==> config.mk <==
export PLATFORM = sky130hd
export DESIGN_NAME = pattern_counter
export DESIGN_NICKNAME = d
export VERILOG_FILES = /design/src/rtl/pattern_counter_pkg.sv /design/src/rtl/pattern_step.sv /design/src/rtl/pattern_counter.sv
export SDC_FILE = /design/constraint.sdc
export NUM_CORES = 1
export LEC_CHECK = 0
export CORE_UTILIZATION = 26
export DETAILED_ROUTE_END_ITERATION = 8
export HOLD_SLACK_MARGIN = 0.02
export SLEW_MARGIN = 20
export SYNTH_ARGS = -nofsm -noshare
export SYNTH_HDL_FRONTEND = slang
export SYNTH_SLANG_ARGS = --single-unit
export TNS_END_PERCENT = 5
==> constraint.sdc <==
create_clock -name clk -period 7.49 [get_ports clk]
set_clock_uncertainty 0.2 [all_clocks]
set_input_delay 1.1235 -clock clk [delete_from_list [all_inputs] [get_ports clk]]
set_output_delay 1.1235 -clock clk [all_outputs]
set_load 0.01 [all_outputs]
Figure 1. Routed clock nets over the placement (run 1).
Drawn at 10 px/µm.
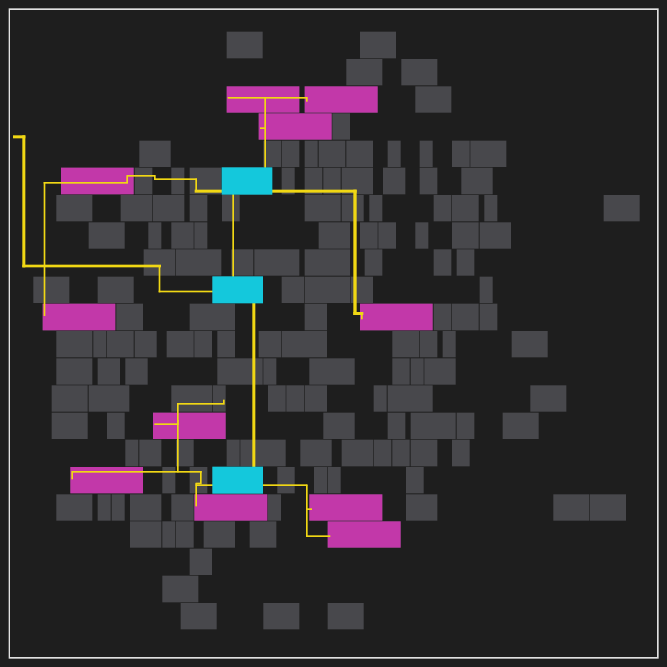
Key: clock wires = yellow [length 201 µm]; clock-net drivers = cyan [count 3]; flip-flops = magenta [count 11]
There are 4 routed clock nets.
relative contribution of the clock network to total power: 0.367
clock network power consumption: 0.0629 mW
source-to-sink clock delay at the later pin of the worst-skew pair: 0.24 ns

Figure 2. Cell density map (run 1).
Drawn at 4 px/µm. The die is cut into 6 by 6 equal tiles; black is low, pale yellow is high, 0 to 100% covered.
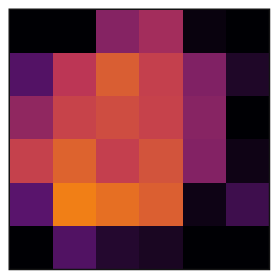
The emptiest ninth of the die: south-east. The fullest tile reaches 71%. The mean over all tiles is 31%. 19% of the tiles are nearly empty.
core area: 3720 µm²
Finished Core Util: 0.361
starting utilization of the core area: 0.275

Figure 3. Close-up of the layout (run 1).
Window x 20 to 45, y 20 to 45 µm. Cells in gray, sequential cells in the stronger gray; small squares are vias.
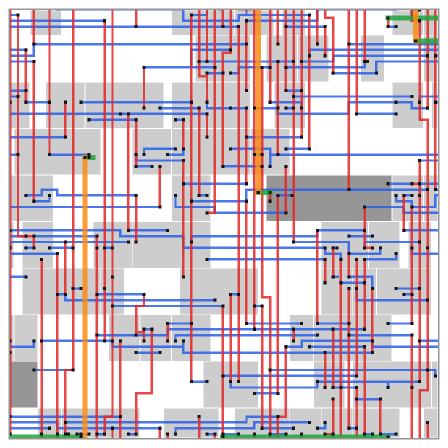
Key: M1 = blue; M3 = green; M2 = red; M4 = orange
51 logic cells have their middle in the window. Sequential cells in the window: 1. Most frequent: ha_1 (8), a21oi_1 (5), o21ai_0 (4).

==> tab_implementation.tex <==
% Auto-generated results table
\begin{tabular}{lr}
\hline
Metric & Value \\
\hline
\multicolumn{2}{l}{\textbf{CTS}} \\
\quad Hold-fix buffers at CTS & 0 \\
\quad Setup Buffers After CTS & 0 \\
\quad Clock transition time at the flip-flop clock pins of the worst setup and hold paths & around 0.060 ns \\
\quad H-tree lvl count & 1 \\
\quad Number of gates resized after CTS & 0 \\
\quad Clock sinks & 11 \\
\quad Number of buffers on the longest clock path & 2 \\
\quad TritonCTS clock tree & done \\
\quad Clock root buffer master & sky130\_fd\_sc\_hd\_\_clkbuf\_8 \\
\quad Total CTS buffers & 3 \\
\multicolumn{2}{l}{\textbf{Placement}} \\
\quad Placed Instances & 202 \\
\quad Worst slack at placement & between 3 and 4 ns \\
\quad Number of buffers inserted by port buffering & 24 \\
\quad Hpwl dp & about 2300 µm \\
\quad Instance area after placement & about 1300 µm² \\
\multicolumn{2}{l}{\textbf{Routing}} \\
\quad Wire length on met2 & approximately 1500 µm \\
\quad Wire length on met3 & $\sim$210 µm \\
\quad Sum of routed wire segments on met1 & 1450 µm \\
\quad Detail-routed net length per standard cell & approximately 16 µm \\
\quad WL final & around 3200 µm \\
\quad Drt initial violations & roughly 58 \\
\quad Number of vias per cell after detailed routing & roughly 5.6 \\
\quad Uppermost routed layer & met4 \\
\quad Remaining DRCs & 0 \\
\quad Iteration tally of the first detailed-router pass & 6 \\
\multicolumn{2}{l}{\textbf{GRT}} \\
\quad Vias in the first global route & $\sim$1.1k \\
\quad Global-route met2 utilization & 0.255 \\
\quad Met3 Track Usage GR & 0.0352 \\
\quad Total Routing Usage GR & 0.162 \\
\quad Number of antenna violations at the first check in global routing & 0 \\
\quad Global Route met1 Usage & 0.203 \\
\quad Total global routing overflow & 0 \\
\multicolumn{2}{l}{\textbf{Synth}} \\
\quad Count of cell types in the netlist & 44 \\
\quad Flop and latch count out of synthesis & 11 \\
\quad Fraction of registers with async set/reset & 0 \\
\quad Post-synth design cell area & just over 1000 µm² \\
\quad Count of mapped cells out of synthesis & about 140 \\
\quad Largest cells by area after synthesis & sky130\_fd\_sc\_hd\_\_dfxtp\_1, sky130\_fd\_sc\_hd\_\_ha\_1, sky130\_fd\_sc\_hd\_\_a21oi\_1 \\
\quad Seq share, synth & 0.215 \\
\quad Commonest flop & sky130\_fd\_sc\_hd\_\_dfxtp\_1 \\
\quad EDFF count, synth & 0 \\
\quad Yosys warning tally & 0 \\
\quad Synthesized area per cell & 7.46 µm² \\
\quad Most instantiated cells after synthesis & sky130\_fd\_sc\_hd\_\_nand2\_1, sky130\_fd\_sc\_hd\_\_a21oi\_1, sky130\_fd\_sc\_hd\_\_dfxtp\_1, sky130\_fd\_sc\_hd\_\_o21ai\_0, sky130\_fd\_sc\_hd\_\_ha\_1 \\
\multicolumn{2}{l}{\textbf{Critical path}} \\
\quad Data arrival, critical path & 2.72 ns \\
\quad Largest fanout on the critical path & 18 \\
\quad Cell chain of the critical path & and2\_1 -> ha\_1 -> nand4\_1 -> or2\_1 -> nor3\_1 -> clkdlybuf4s50\_1 \\
\quad CP peak stage delay & $\sim$0.73 ns \\
\quad Slowest cell on the critical path & sky130\_fd\_sc\_hd\_\_dfxtp\_1 \\
\quad Kind of start point of the critical path & flip-flop \\
\quad Register-to-register setup slack & 4.48 ns \\
\quad Number of buffer and inverter stages on the critical path & 1 \\
\quad Critical path required time & roughly 6.2 ns \\
\quad Kind of end point of the critical path & output port \\
\quad Reg2Reg Depth & 7 \\
\quad Cell count along the critical path & 6 \\
\multicolumn{2}{l}{\textbf{Power and ir drop}} \\
\quad Static leakage & 0.491 nW \\
\quad Total power draw & 0.172 mW \\
\quad Max rail drop VDD & around 91 µV \\
\multicolumn{2}{l}{\textbf{Floorplanning}} \\
\quad Chip area & between 4000 and 5000 µm² \\
\quad Chip width & around 65 µm \\
\quad \# rows & 22 \\
\quad Chip height & between 60 and 70 µm \\
\quad Tap cell instance count & between 40 and 50 \\
\quad \# IOs & 25 \\
\multicolumn{2}{l}{\textbf{Finish}} \\
\quad Top cells excl fill/tap & sky130\_fd\_sc\_hd\_\_clkdlybuf4s50\_1, sky130\_fd\_sc\_hd\_\_nand2\_1, sky130\_fd\_sc\_hd\_\_o21ai\_0, sky130\_fd\_sc\_hd\_\_a21oi\_1, sky130\_fd\_sc\_hd\_\_dfxtp\_1 \\
\quad Flip-flop count of the largest register, all copies and words added & 8 \\
\quad Multi-input gate area & around 750 µm² \\
\quad Number of clock buffers in the layout & 4 \\
\quad Leading cell kind & logic gates \\
\quad Final cell count without fillers & slightly above 200 \\
\quad Storage element area & between 200 and 250 µm² \\
\quad Layout buffer count excluding clock buffers & 24 \\
\quad Fill count & between 400 and 500 \\
\quad Non-clock buffer share & 0.179 \\
\quad Finished layout cell area & around 1300 µm² \\
\quad Multi-input gate share of total cell area & 0.558 \\
\quad Count of non-CTS inverters in the layout & 7 \\
\quad Fraction of final layout cells sized beyond drive strength 1 & 0.0316 \\
\quad Clock Network Area Fraction & 0.0336 \\
\quad Multi-input gate count & $\sim$110 \\
\multicolumn{2}{l}{\textbf{STA}} \\
\quad RSZ-0062 raised after global routing & no \\
\quad Final Slew Violations & 0 \\
\quad Hold violation total from the final report & 0 \\
\quad Number of endpoints failing setup at the final stage & 0 \\
\quad Clock period minus worst slack & a little over 4 ns \\
\quad Worst-Margin Slew & around 0.76 ns \\
\quad Normalized max-slew margin & 0.495 \\
\quad Post-layout worst setup margin & approximately 3.4 ns \\
\multicolumn{2}{l}{\textbf{Flow run}} \\
\quad Max-capacitance violation count & 0 \\
\quad Number of OpenROAD warnings & 26 \\
\multicolumn{2}{l}{\textbf{Min path}} \\
\quad Cell depth of the worst hold path & 2 \\
\multicolumn{2}{l}{\textbf{Run status}} \\
\quad Run status & finished, final reports clean \\
\hline
\end{tabular}
==> run 1: logic make-up (layout without fill, tap and decap cells) <==
family | after synthesis | in the layout | share of synthesized area
adder cells (fa/ha/maj) | 9 | 9 | 0.110
multiplexers | 1 | 1 | 0.0110
flip-flops | 11 | 11 | 0.215
AND/OR/NAND/NOR | 49 | 49 | 0.250
AND-OR/OR-AND | 48 | 48 | 0.318
XOR/XNOR | 5 | 5 | 0.0428
buffers and inverters | 14 | 35 | 0.0526
==> run 1: power breakdown <==
| group | switching [mW] | leakage (nW) | internal (mW) |
|---|---|---|---|
| combinational | 0.0196 | 0.378 | 0.0207 |
| sequential | 0.00742 | 0.0897 | 0.0609 |
| clock | 0.0253 | 0.0228 | 0.0376 |
| total | 0.0523 | 0.491 | 0.119 |
No activity file was given, so power comes from the tool's default toggle rates.
